Fig. 1: selected gate families
(2 px per um)
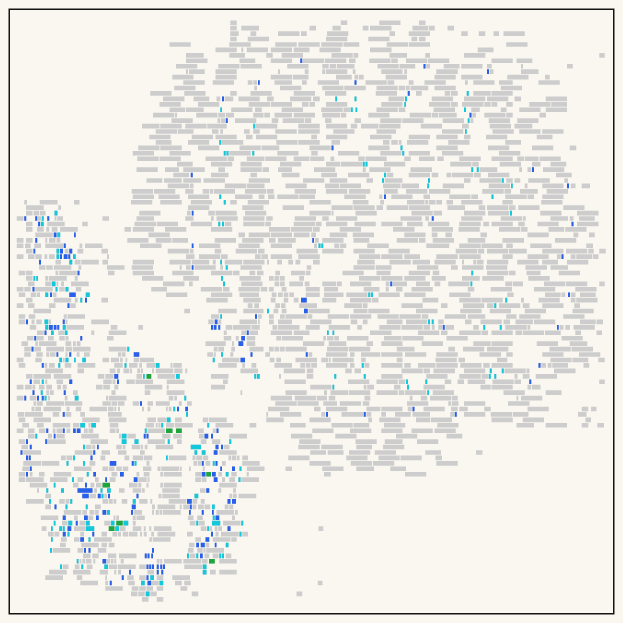
Fig. 2: routing congestion
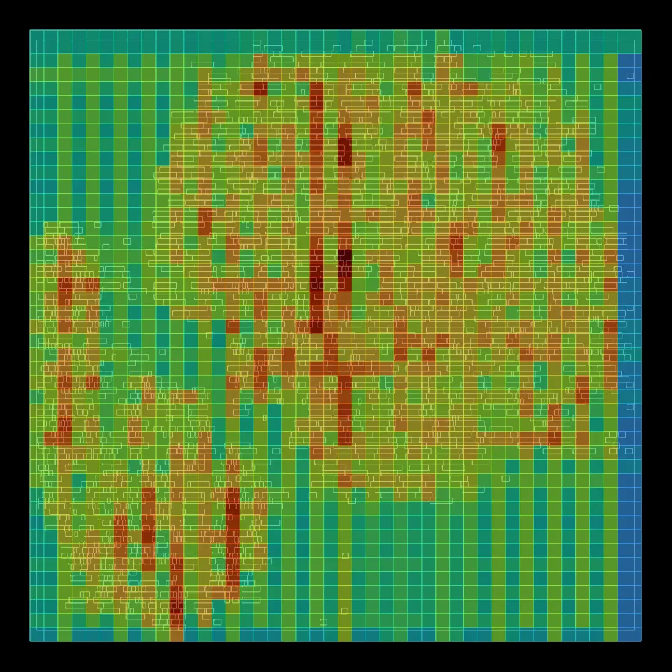
Fig. 3: a small window of the routed layout
Region (136, 75) to (166, 105) um. Cells in grey, sequential cells in the stronger grey; small squares are vias.
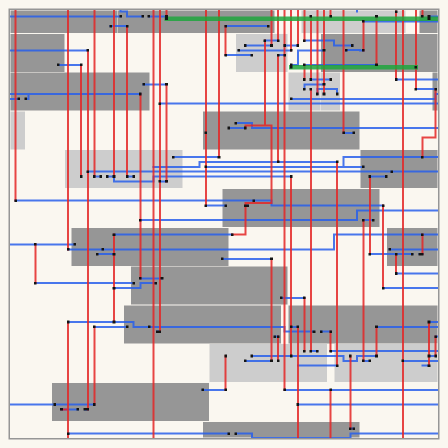
Fig. 4: metal 4
(1.5 px per um) Supply wires on this layer in grey.
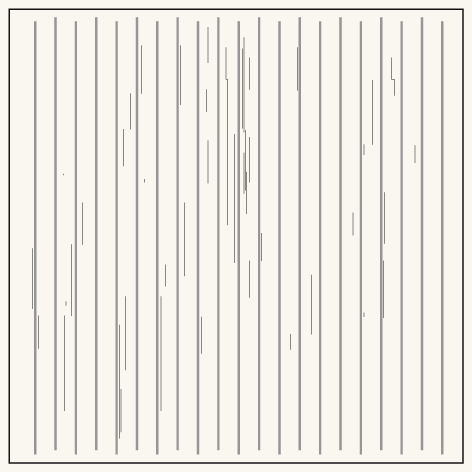
$ cat config.mk
export PLATFORM = sky130hd
export DESIGN_NAME = warp_inst_fetch
export DESIGN_NICKNAME = d
export VERILOG_FILES = /design/src/rtl/warp_pkg.sv /design/src/rtl/warp_inst_fifo.sv /design/src/rtl/warp_inst_fetch.sv
export SDC_FILE = /design/constraint.sdc
export NUM_CORES = 1
export LEC_CHECK = 0
export CORE_MARGIN = 3
export CORE_UTILIZATION = 30
export CTS_BUF_LIST = sky130_fd_sc_hd__clkbuf_16
export CTS_CLUSTER_SIZE = 10
export DETAILED_ROUTE_END_ITERATION = 10
export PLACE_DENSITY_LB_ADDON = 0.25
export SLEW_MARGIN = 40
export SYNTH_ARGS = -nofsm -noshare
export SYNTH_HDL_FRONTEND = slang
export SYNTH_SLANG_ARGS = --single-unit
$ cat constraint.sdc
create_clock -name clk -period 4 [get_ports clk]
set_clock_uncertainty 0.2 [all_clocks]
set_input_delay 0.8 -clock clk [delete_from_list [all_inputs] [get_ports clk]]
set_output_delay 0.8 -clock clk [all_outputs]
set_load 0.01 [all_outputs]
$ cat src/rtl/warp_pkg.sv
// warp_pkg: shared types and constants for the warp instruction fetch path
//   fetch_state_e           fetch engine states
//   FIFO_DEPTH              default instruction FIFO depth
//   INST_BYTES              bytes per instruction word
//   MAX_OUTSTANDING_DEFAULT default bound on in-flight memory reads
package warp_pkg;
   localparam int FIFO_DEPTH = 16;
   localparam int INST_BYTES = 4;
   localparam int MAX_OUTSTANDING_DEFAULT = 4;
   typedef enum logic [1:0] {IDLE, FETCH, DRAIN, ABORT} fetch_state_e;
endpackage

$ cat src/rtl/warp_inst_fifo.sv
// warp_inst_fifo: show-ahead instruction FIFO with synchronous clear
//   clk, rst           clock, async active-high reset
//   push, push_data    write an entry
//   pop                consume head (ignored when empty)
//   clear              empty the FIFO; beats same-cycle push/pop
//   data               head entry, 0 when empty
//   count, full, empty occupancy status
module warp_inst_fifo #(
   parameter int DEPTH = 16,
   parameter int WIDTH = 32
) (
   input  logic                       clk,
   input  logic                       rst,
   input  logic                       push,
   input  logic [WIDTH-1:0]           push_data,
   input  logic                       pop,
   input  logic                       clear,
   output logic [WIDTH-1:0]           data,
   output logic [$clog2(DEPTH+1)-1:0] count,
   output logic                       full,
   output logic                       empty
);
   localparam int AW = $clog2(DEPTH);
   localparam int CW = $clog2(DEPTH+1);
   logic [WIDTH-1:0] mem [DEPTH];
   logic [AW-1:0] wr_ptr, rd_ptr;
   logic do_push, do_pop;
   assign do_push = push && !clear;
   assign do_pop = pop && !empty && !clear;
   assign empty = count == '0;
   assign full = count == CW'(DEPTH);
   assign data = empty ? '0 : mem[rd_ptr];
   always_ff @(posedge clk or posedge rst)
      if (rst) begin
         wr_ptr <= '0;
         rd_ptr <= '0;
         count <= '0;
      end else if (clear) begin
         wr_ptr <= '0;
         rd_ptr <= '0;
         count <= '0;
      end else begin
         if (do_push) wr_ptr <= wr_ptr + 1'b1;
         if (do_pop) rd_ptr <= rd_ptr + 1'b1;
         count <= count + CW'(do_push) - CW'(do_pop);
      end
   always_ff @(posedge clk)
      if (do_push) mem[wr_ptr] <= push_data;
   // the fetch engine's credit rule keeps pushes away from a full FIFO
   a_no_overflow: assert property (@(posedge clk) disable iff (rst) !(push && full && !clear));
endmodule

$ cat src/rtl/warp_inst_fetch.sv
// warp_inst_fetch: kernel instruction fetcher feeding a show-ahead FIFO
//   clk, rst                          clock, async active-high reset
//   fetch_start/addr/length           launch a fetch of length words at addr (IDLE only)
//   flush                             abort any fetch and empty the FIFO
//   fetch_busy/done/error             status, done/error are one-cycle pulses
//   mem_rd_req/addr/ready             read request channel
//   mem_rd_valid/data/err             in-order read response channel
//   fifo_pop/data/valid/empty/full/count  instruction FIFO consumer side
module warp_inst_fetch #(
   parameter int FIFO_DEPTH = warp_pkg::FIFO_DEPTH,
   parameter int MAX_OUTSTANDING = warp_pkg::MAX_OUTSTANDING_DEFAULT
) (
   input  logic                            clk,
   input  logic                            rst,
   input  logic                            fetch_start,
   input  logic [31:0]                     fetch_addr,
   input  logic [15:0]                     fetch_length,
   input  logic                            flush,
   output logic                            fetch_busy,
   output logic                            fetch_done,
   output logic                            fetch_error,
   output logic                            mem_rd_req,
   output logic [31:0]                     mem_rd_addr,
   input  logic                            mem_rd_ready,
   input  logic                            mem_rd_valid,
   input  logic [31:0]                     mem_rd_data,
   input  logic                            mem_rd_err,
   input  logic                            fifo_pop,
   output logic [31:0]                     fifo_data,
   output logic                            fifo_valid,
   output logic                            fifo_empty,
   output logic                            fifo_full,
   output logic [$clog2(FIFO_DEPTH+1)-1:0] fifo_count
);
   import warp_pkg::*;
   localparam int OW = $clog2(MAX_OUTSTANDING+1);
   fetch_state_e state;
   logic [15:0] length, issued, received;
   logic [OW-1:0] outstanding;
   logic err_cause, accept, rsp, push;
   assign fetch_busy = state != IDLE;
   assign fifo_valid = !fifo_empty;
   // credits: never more reads in flight than free FIFO slots
   assign mem_rd_req = state == FETCH && issued < length && 32'(outstanding) < MAX_OUTSTANDING &&
                       32'(fifo_count) + 32'(outstanding) < FIFO_DEPTH;
   assign accept = mem_rd_req && mem_rd_ready;
   assign rsp = mem_rd_valid && outstanding != '0;
   assign push = rsp && !mem_rd_err && !flush && (state == FETCH || state == DRAIN);
   always_ff @(posedge clk or posedge rst)
      if (rst) begin
         state <= IDLE;
         length <= '0;
         issued <= '0;
         received <= '0;
         outstanding <= '0;
         err_cause <= 1'b0;
         fetch_done <= 1'b0;
         fetch_error <= 1'b0;
         mem_rd_addr <= '0;
      end else begin
         fetch_done <= 1'b0;
         fetch_error <= 1'b0;
         outstanding <= outstanding + OW'(accept) - OW'(rsp);
         if (accept) begin
            mem_rd_addr <= mem_rd_addr + 32'(INST_BYTES);
            issued <= issued + 16'd1;
         end
         if (push) received <= received + 16'd1;
         case (state)
            IDLE:
               if (fetch_start) begin
                  mem_rd_addr <= fetch_addr;
                  length <= fetch_length;
                  issued <= '0;
                  received <= '0;
                  if (fetch_length == '0) fetch_done <= 1'b1;
                  else state <= FETCH;
               end
            FETCH, DRAIN:
               if (flush) begin
                  state <= ABORT;
                  err_cause <= 1'b0;
               end else if (rsp && mem_rd_err) begin
                  state <= ABORT;
                  err_cause <= 1'b1;
               end else if (push && received + 16'd1 == length) begin
                  fetch_done <= 1'b1;
                  state <= IDLE;
               end else if (state == FETCH && accept && issued + 16'd1 == length) state <= DRAIN;
            ABORT:
               if (outstanding == '0) begin
                  fetch_error <= err_cause;
                  state <= IDLE;
               end
            default: state <= IDLE;
         endcase
      end
   warp_inst_fifo #(.DEPTH(FIFO_DEPTH), .WIDTH(32)) u_fifo (
      .clk      (clk),
      .rst      (rst),
      .push     (push),
      .push_data(mem_rd_data),
      .pop      (fifo_pop),
      .clear    (flush),
      .data     (fifo_data),
      .count    (fifo_count),
      .full     (fifo_full),
      .empty    (fifo_empty)
   );
   // responses must pair with an accepted read
   a_rsp_has_credit: assert property (@(posedge clk) disable iff (rst) !(mem_rd_valid && outstanding == '0));
endmodule

==> GITHUB_STEP_SUMMARY <==
## Implementation flow summary

| Metric | Value |
|---|---|
| Registers with the most flip-flops | `u_fifo.mem x512, mem_rd_addr x32` |
| Floorplan net count | `roughly 1900` |
| Max reg flops | `512` |
| CP Launch Point | `u_fifo.rd_ptr[0]` |
| Vias per std cell | `about 4.9` |
| Clk pin slew, worst setup/hold paths | `0.06 ns` |
| Synth top cell by count | `edfxtp_1` |
| Vias | `15580` |
| Root Buffer | `clkbuf_16` |
| Worst Max-Slew Pin Slew | `approximately 0.64 ns` |
| First-pass GRT wire length | `103.9 mm` |
| Critical-path top delay cell | `mux4_2` |
| Syn Inst Count | `~1800` |
| Unrepaired setup endpoints after global routing | `no` |
| Worst Setup EP | `fifo_data[11]` |
| Placer Congestion | `approximately 0.82` |
| Family with the most delay on the worst path | `buffers and inverters` |
| Die height | `between 300 and 400 um` |
| Fp util | `0.3052` |
| OpenROAD warning count | `35` |
| Logic pwr share | `0.283` |
| M3 GR Usage | `0.03463` |
| Cell taking the most area after synthesis | `edfxtp_1` |
| Hold endpoint | `mem_rd_addr[1]` |
| Main area contributors | `edfxtp_1 (59%), dfrtp_1 (9.6%), mux4_2 (5.5%), mux2i_1 (5.0%), xnor2_1 (2.4%)` |
| Status | `finished clean` |
| DP HPWL | `42.48 mm` |
| Initial antenna violation count | `7` |
| Pre-CTS setup slack | `~0.35 ns` |
| Port Buf Inserts | `approximately 160` |
| Yosys aoi share | `0.05895` |
| Critical path's largest stage delay | `~0.57 ns` |
| Worst Hold Class | `reg2reg` |
| PostCTS Resize Cnt | `~63` |
| Metal3 WL | `roughly 3.7 mm` |
| Final instance area | `32160 um2` |
| Pin count of the biggest net entering global routing | `88` |
| Period minus WS final | `between 3 and 4 ns` |
| Die ar. | `90890 um2` |
| Clock buffer count in the final layout | `around 75` |
| Clk network pwr share | `0.308` |
| Distinct lib cells | `approximately 54` |
| Non-Filler Instances | `3157` |
| Post-synth top cells | `edfxtp_1 (512), mux2i_1 (130), nand2_1 (129), nor2_1 (129), dfrtp_1 (101)` |
| Critical Path, Cell by Cell | `buf_6, buf_16, mux4_2, o22ai_1, a211oi_2, clkdlybuf4s50_1` |
| # diodes | `0` |
| Yosys chip area | `about 26000 um2` |
| Clk. pwr | `5.81 mW` |
| CTS Sinks | `between 600 and 700` |
| Seq pwr | `slightly below 8 mW` |
| Nets | `2117` |
| DRC | `0` |
| Final Hold Violation Tally | `0` |
| Worst Hold Depth | `2` |
| Leakage Power | `10.76 nW` |
| Placed insts | `around 3000` |
| Final setup vio count | `0` |
| Routed Antenna Nets | `0` |
| Crit-path max FO | `18` |
| Critical path type | `reg2out` |
| Top cells excl fill/tap | `edfxtp_1 (512), clkdlybuf4s50_1 (132), mux2i_1 (130), nor2_1 (129), nand2_1 (128)` |
| Startpoint Class | `register` |
| Cells in synth_stat.txt | `~1800` |
| DRT met1 WL | `30.90 mm` |
| Worst-case reg-to-reg path depth | `12` |
| Net Sw Frac | `0.2984` |
| Max_cap viols | `0` |
| Post-synth seq share | `0.6835` |
| Most frequent logic cell in the layout | `edfxtp_1` |
| Ys flop type | `edfxtp_1` |
| Synth-to-Final Area Change | `22.79%` |
| Seq pwr share | `0.409` |
| Cts-stage hold buffer count | `0` |
| #FFs+latches synth | `613` |
| Wire length per cell | `roughly 22 um` |
| DRT iter0 DRCs | `around 960` |
| Layout inverter count without the clock tree | `between 40 and 50` |
| Clock latency on the worst-skew pair | `a little over 0.6 ns` |
| Die W | `between 300 and 400 um` |
| Dominant kind of cell | `sequential cells` |
| Row count | `between 100 and 150` |
| Drt total wl | `68.67 mm` |
| WHS | `approximately 0.29 ns` |
| Fraction of area in registers | `0.5570` |
| Post-CTS setup buffers | `9` |
| Comb area share | `0.2464` |
| Post-synth ARST share | `0.1648` |
| WL met2 | `between 30 and 40 mm` |
| M2 GR Usage | `0.2452` |
| Slew HR | `0.5697` |
Back to the opening pictures, Fig. 1:
green -> AND-OR and OR-AND gates  # cells 8, where bottom left
blue -> NAND gates  # cells 182
cyan -> NOR gates  # cells 184, where all over the die

Back to the opening pictures, Fig. 2:
all-layer global routing usage: 0.1517
final core utilization: 0.3748
busiest grt layer: met2

Back to the opening pictures, Fig. 3:
red -> met2
green -> met3
blue -> met1
netlist names of flops here include = `u_fifo.mem` (11)
most frequent = edfxtp_1 (11), mux4_2 (3)
cells with their middle in the window = 18
sequential cells in the window = 11

Back to the opening pictures, Fig. 4:
wire length on this layer = 1480 um
main direction = vertical

Power and IR drop assume default switching activity.
